registers.png
The bar under the picture is 10 um long. Other sequential cells in the stronger gray, the rest of the logic in the fainter gray.
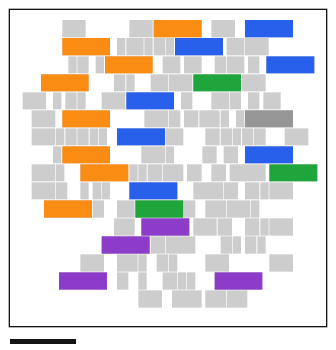
drive_strength.png
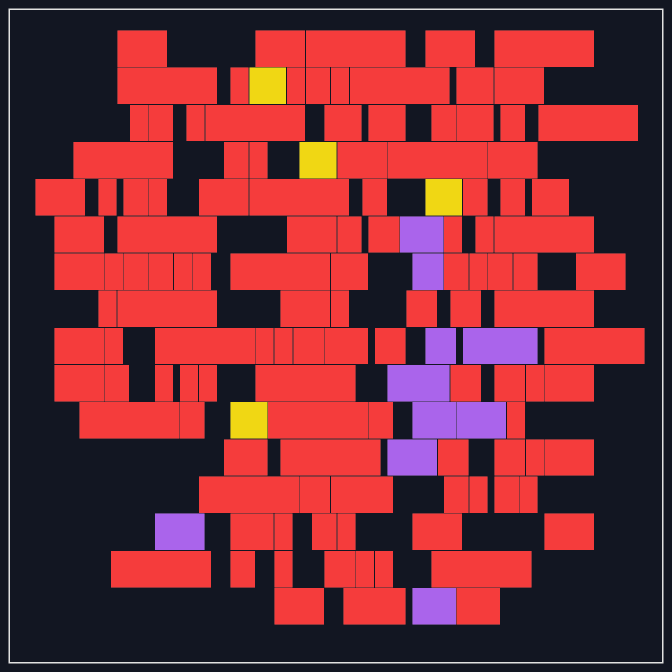
final_congestion.png
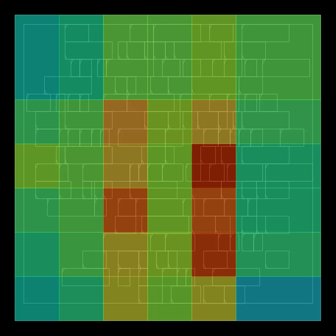
metal_stack.png
Two of the layers only.
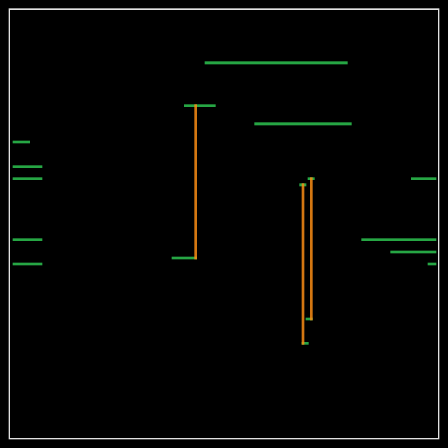
**config.mk**
```make
export PLATFORM = sky130hd
export DESIGN_NAME = uart_tx_param
export DESIGN_NICKNAME = d
export VERILOG_FILES = /design/src/rtl/uart_tx_param.sv
export SDC_FILE = /design/constraint.sdc
export NUM_CORES = 1
export LEC_CHECK = 0
export CAP_MARGIN = 40
export CORE_UTILIZATION = 50
export CTS_CLUSTER_SIZE = 25
export DETAILED_ROUTE_END_ITERATION = 10
export PLACE_DENSITY = 0.8
export SLEW_MARGIN = 20
export SYNTH_ARGS = -nofsm -noshare
export SYNTH_HDL_FRONTEND = slang
export SYNTH_SLANG_ARGS = --single-unit
```
**constraint.sdc**
```tcl
create_clock -name baud_clk -period 2.4 [get_ports baud_clk]
set_input_delay 0.36 -clock baud_clk [delete_from_list [all_inputs] [get_ports baud_clk]]
set_output_delay 0.36 -clock baud_clk [all_outputs]
set_load 0.005 [all_outputs]
```
**src/rtl/uart_tx_param.sv**
```systemverilog
`default_nettype none
// ============================================================================
// Module   : uart_tx_param
// Purpose  : Parameterised UART transmitter, one baud_clk cycle per bit.
//            Define UART_TX_FIFO_EN to queue up to FIFO_DEPTH words.
// Revision : 1.0 - initial release
// ============================================================================
module uart_tx_param #(
  parameter int DATA_BITS  = 8,
  parameter int PARITY     = 0,
  parameter int STOP_BITS  = 1,
  parameter int FIFO_DEPTH = 4
) (
  input  logic                 baud_clk,
  input  logic                 rst,
  input  logic                 en,
  input  logic [DATA_BITS-1:0] data,
  output logic                 ready,
  output logic                 busy,
  output logic                 uart_tx
);

  localparam int            c_CNT_W     = $clog2(DATA_BITS + 1);
  localparam logic [c_CNT_W-1:0] c_LAST_DATA = c_CNT_W'(DATA_BITS - 1);
  localparam logic [c_CNT_W-1:0] c_LAST_STOP = c_CNT_W'(STOP_BITS - 1);

  typedef enum logic [2:0] {
    S_IDLE   = 3'd0,
    S_START  = 3'd1,
    S_DATA   = 3'd2,
    S_PARITY = 3'd3,
    S_STOP   = 3'd4
  } state_t;

  state_t               r_state, w_state_nxt;
  logic                 r_tx, w_tx_nxt;
  logic [c_CNT_W-1:0]   r_cnt, w_cnt_nxt;
  logic [DATA_BITS-1:0] r_hold, r_shift, w_shift_nxt, w_next_word;
  logic                 w_load, w_wr, w_done, w_next_avail, w_par;

  assign w_wr    = en && ready;
  assign w_done  = (r_state == S_STOP) && (r_cnt == c_LAST_STOP);
  assign w_par   = (PARITY == 1) ? ~(^r_hold) : (^r_hold);
  assign busy    = (r_state != S_IDLE);
  assign uart_tx = r_tx;

`ifdef UART_TX_FIFO_EN
  localparam int c_PTR_W = (FIFO_DEPTH > 1) ? $clog2(FIFO_DEPTH) : 1;
  localparam int c_QCNT_W = $clog2(FIFO_DEPTH + 1);

  logic [DATA_BITS-1:0] r_mem [FIFO_DEPTH];
  logic [c_PTR_W-1:0]   r_rd, r_wr, w_rd_pop;
  logic [c_QCNT_W-1:0]  r_count, w_count_pop;

  // The head entry is the word on the line; it is popped when its frame ends.
  assign w_rd_pop     = r_rd + c_PTR_W'(w_done);
  assign w_count_pop  = r_count - c_QCNT_W'(w_done);
  assign ready        = (r_count != c_QCNT_W'(FIFO_DEPTH)) || w_done;
  assign w_next_avail = (w_count_pop != '0) || w_wr;
  assign w_next_word  = (w_count_pop != '0) ? r_mem[w_rd_pop] : data;

  always_ff @(posedge baud_clk) begin
    if (w_wr) begin
      r_mem[r_wr] <= data;
    end
  end

  always_ff @(posedge baud_clk) begin
    if (rst) begin
      r_rd    <= '0;
      r_wr    <= '0;
      r_count <= '0;
    end else begin
      if (w_wr) begin
        r_wr <= r_wr + c_PTR_W'(1);
      end
      r_rd    <= w_rd_pop;
      r_count <= w_count_pop + c_QCNT_W'(w_wr);
    end
  end
`else
  logic w_unused_cfg;

  assign w_unused_cfg = (FIFO_DEPTH != 0);
  assign ready        = (r_state == S_IDLE);
  assign w_next_avail = w_wr;
  assign w_next_word  = data;
`endif

  // Next-state logic also produces the next line level so uart_tx is a flop.
  always_comb begin
    w_state_nxt = r_state;
    w_tx_nxt    = 1'b1;
    w_cnt_nxt   = r_cnt;
    w_shift_nxt = r_shift;
    w_load      = 1'b0;
    unique case (r_state)
      S_IDLE: begin
        if (w_next_avail) begin
          w_state_nxt = S_START;
          w_tx_nxt    = 1'b0;
          w_load      = 1'b1;
        end
      end
      S_START: begin
        w_state_nxt = S_DATA;
        w_tx_nxt    = r_hold[0];
        w_shift_nxt = r_hold >> 1;
        w_cnt_nxt   = '0;
      end
      S_DATA: begin
        if (r_cnt == c_LAST_DATA) begin
          if (PARITY != 0) begin
            w_state_nxt = S_PARITY;
            w_tx_nxt    = w_par;
          end else begin
            w_state_nxt = S_STOP;
            w_cnt_nxt   = '0;
          end
        end else begin
          w_tx_nxt    = r_shift[0];
          w_shift_nxt = r_shift >> 1;
          w_cnt_nxt   = r_cnt + c_CNT_W'(1);
        end
      end
      S_PARITY: begin
        w_state_nxt = S_STOP;
        w_cnt_nxt   = '0;
      end
      S_STOP: begin
        if (w_done) begin
          if (w_next_avail) begin
            w_state_nxt = S_START;
            w_tx_nxt    = 1'b0;
            w_load      = 1'b1;
          end else begin
            w_state_nxt = S_IDLE;
          end
        end else begin
          w_cnt_nxt = r_cnt + c_CNT_W'(1);
        end
      end
      default: begin
        w_state_nxt = S_IDLE;
      end
    endcase
  end

  always_ff @(posedge baud_clk) begin
    if (rst) begin
      r_state <= S_IDLE;
      r_tx    <= 1'b1;
      r_cnt   <= '0;
      r_shift <= '0;
      r_hold  <= '0;
    end else begin
      r_state <= w_state_nxt;
      r_tx    <= w_tx_nxt;
      r_cnt   <= w_cnt_nxt;
      r_shift <= w_shift_nxt;
      if (w_load) begin
        r_hold <= w_next_word;
      end
    end
  end

endmodule
`default_nettype wire

```
==> job_summary.md <==
## Implementation flow summary

| Metric | Value |
|---|---|
| Clock skew | `0.00769 ns` |
| Layout area overhead | `17.2%` |
| Largest stage delay on the critical path | `approximately 0.57 ns` |
| Max Cap Violations | `0` |
| Final setup viols | `0` |
| TritonCTS clock tree | `yes` |
| Yosys synthesis chip area | `1040 um^2` |
| Chip width | `47.7 um` |
| Largest net degree at the start of global routing | `19` |
| Routed WL | `1990 um` |
| Floorplan utilization | `53.3%` |
| Seq/Total Area, Yosys | `44.1%` |
| Clk latency late pin | `roughly 0.31 ns` |
| Flip-flops with a built-in enable | `0` |
| Post-route insts no fill | `around 160` |
| Total chip power | `0.729 mW` |
| Sw Pwr | `0.195 mW` |
| Crit-path cells | `nor3_1, clkdlybuf4s50_1` |
| Wire per inst | `12.4 um` |
| Mapped cell area | `roughly 1000 um^2` |
| CP max FO | `7` |
| Critical path's top delay family | `buffers and inverters` |
| Initial antenna violation count | `0` |
| Pwr Density | `595 nW/um^2` |
| Worst setup EP type | `primary output` |
| Clock-pin slew on the worst setup and hold paths | `roughly 0.13 ns` |
| N_diodes | `0` |
| Avg Inst Size Synth | `8.71 um^2` |
| Slew HR | `61.6%` |
| FP Rows | `16` |
| Sw frac | `approximately a quarter` |
| Final min period | `just over 2 ns` |
| Vias in the first global route | `approximately 700` |
| Register area | `460 um^2` |
| Inst Count DP | `between 150 and 200` |
| RSZ-0062 raised after global routing | `no` |
| CTS H-tree depth | `1` |
| Yosys cell count | `around 120` |
| Status | `finished clean` |
| GRT overflow | `0` |
| GP Congestion | `0.855` |
| Fraction of layout cells with a size suffix above 1 | `10.4%` |
| Worst-Margin Slew | `0.575 ns` |
| Syn nets | `between 100 and 150` |
| GRT Total Usage | `18.6%` |
| Core ar. | `~2000 um^2` |
| Max-slew violation count | `0` |
| DIE HEIGHT | `between 40 and 50 um` |
| Post-Syn Instances | `120` |
| Final net count | `148` |
| Dominant flop cell | `dfxtp_1` |
| Logic pwr share | `16.8%` |
| Post-CTS sizing | `0` |
| Vias after detailed routing | `877` |
| Post-DP HPWL | `approximately 1500 um` |
| Crit Path Class | `register to primary output` |
| Chip area | `around 2300 um^2` |
| TNS Setup | `0 ns` |
| Fmax | `497 MHz` |
| Yosys warnings | `0` |
| CTS Hold Buffers Added | `0` |
| Post-synth ARST share | `0%` |
| Maximum VDD drop | `approximately 410 uV` |
| Crit path DRT | `2.04 ns` |
| Postcts setup bufs | `0` |
| DR iter-0 viols | `8` |
| Fin. Hold Viols | `0` |
| Leak | `0.432 nW` |
| First-pass GRT wire length | `2930 um` |
| TritonCTS Buffers | `3` |
| Post-DRT Antenna Nets | `0` |
| CP arrival | `roughly 1.7 ns` |
| Flop pwr share | `between 50% and 60%` |
| Buf/Inv on CP | `1` |
| First-pass detailed-route iteration total | `4` |
| Master cell of the clock root buffer | `clkbuf_4` |
| CTS Buffer Depth | `2` |
| Worst path slowest cell | `clkdlybuf4s50_1` |
| Clock Power Share | `between 20% and 30%` |
| # DRC | `0` |
| Tool warnings | `27` |
| Placed Area | `1200 um^2` |
| Fillers | `between 150 and 200` |
| Yosys cell types | `34` |
| I/O Buffers | `13` |
| Internal power | `around 0.53 mW` |
| Post-DR vias/cell | `5.45` |
| #FFs+latches synth | `23` |
| I/O pins | `14` |
| Hold crit path type | `register to register` |
| Comb. cell area | `552 um^2` |
Back to the opening pictures, registers.png:
blue -> r_shift  # sequential cells 7
green -> r_state  # sequential cells 3
orange -> r_hold  # sequential cells 8
purple -> r_cnt  # sequential cells 4
not colored = 1

Back to the opening pictures, drive_strength.png:
red -> drive 1 or less  # cells 120, share 90%, most used dfxtp_1
yellow -> drive 3 to 4  # cells 4, share 3.0%, most used clkbuf_4
purple -> drive 2  # cells 10, share 7.5%, most used o21ba_2

Back to the opening pictures, final_congestion.png:
M2 GR Usage: 29.2%
fin util: 62.4%
M1 GR Usage: 24.9%

Back to the opening pictures, metal_stack.png:
orange -> met4  # wire length 50.3 um
green -> met3  # wire length 62.6 um

worst reg2reg max path, stage by stage, from the launching register on:
cell	delay [ns]
dfxtp_1	0.36
inv_1	0.06
ha_1	0.12
or3b_2	0.47
a21oi_2	0.31
o21ai_0	0.18
a21oi_1	0.19
cell usage in the layout, fill, tap and decap left out, drive strengths merged, types with 4 or more instances in the layout:
cell type      synthesis  routed
clkdlybuf4s50          0      13
clkbuf                 2       4
a211oi                 6       6
dfxtp                 23      23
nor2                   7       7
mux2i                  6       6
nand2                 21      21
a21oi                 18      18
cells in the mapped netlist (3+ instances only):
cell type	count	area share [%]
dfxtp_1	23	44
nand2_1	21	7.5
a21oi_1	17	8.1
a211oi_1	6	4.3
mux2i_1	6	5.7
nor2_1	6	2.2
and2_1	3	1.8
inv_1	3	1.1
nand2b_1	3	1.8
o21ba_2	3	2.9
area by class of cell:
cell class                      instances  area share [%]
Inverter                                4            1.23
Clock buffer                            4            2.15
Multi-Input combinational cell         89            45.0
Sequential cell                        23            37.6
Timing Repair Buffer                   14            11.2
Tap cell                               27            2.76
state kept, by name (all words and copies together) (netlist names):
register and count:
r_cnt 4, uart_tx 1, r_state 3, r_shift 7, r_hold 8
cells by family (layout without fill, tap and decap cells):
family                   count (synthesis)  in the layout  synth area share (%)
flip-flops                              23             23                  44.1
buffers and inverters                    8             22                  3.11
AND-OR/OR-AND                           34             34                  20.8
adder cells (fa/ha/maj)                  2              2                  2.39
AND/OR/NAND/NOR                         47             47                  23.8
multiplexers                             6              6                  5.75
path summary, 6_finish.rpt:
| kind | from | endpoint | slack (ns) | cells after the start |
|---|---|---|---|---|
| max | r_state[1]$_SDFFE_PP0P_ | ready | 0.39 | 2 |
| min | r_hold[3]$_SDFFE_PP0P_ | r_hold[3]$_SDFFE_PP0P_ | 0.47 | 2 |
| max reg2reg | r_cnt[0]$_SDFFE_PP0P_ | r_cnt[2]$_SDFFE_PP0P_ | 0.64 | 6 |
| min reg2reg | r_hold[3]$_SDFFE_PP0P_ | r_hold[3]$_SDFFE_PP0P_ | 0.47 | 2 |
power by group through the flow:
stage / clock, mW / sequential, mW / combinational (mW)
6_report: 0.182 / 0.424 / 0.122
4_1_cts: 0.184 / 0.424 / 0.123
5_1_grt: 0.195 / 0.428 / 0.137
3_5_place_dp: 0 / 0.433 / 0.123
3_3_place_gp: 0 / 0.433 / 0.118
2_1_floorplan: 0 / 0.428 / 0.0812
per-layer routing:
layer,global-route usage (%),up-vias,part of all wire [%]
met4,8.33,0,2.5
li1,-,455,-
met5,0,-,0
met1,24.9,395,51
met3,3.40,6,3.1
met2,29.2,21,43
metrics by stage:
stage | setup slack (ns) | hold WS, ns | util, %
2_1_floorplan | 0.845 | 0.431 | -
3_3_place_gp | 0.713 | 0.446 | 61.1
3_5_place_dp | 0.661 | 0.451 | 61.1
4_1_cts | 0.392 | 0.469 | 62.4
5_1_grt | 0.297 | 0.494 | 62.4
6_report | 0.389 | 0.467 | 62.4
Power is estimated from default activity; no workload was simulated.
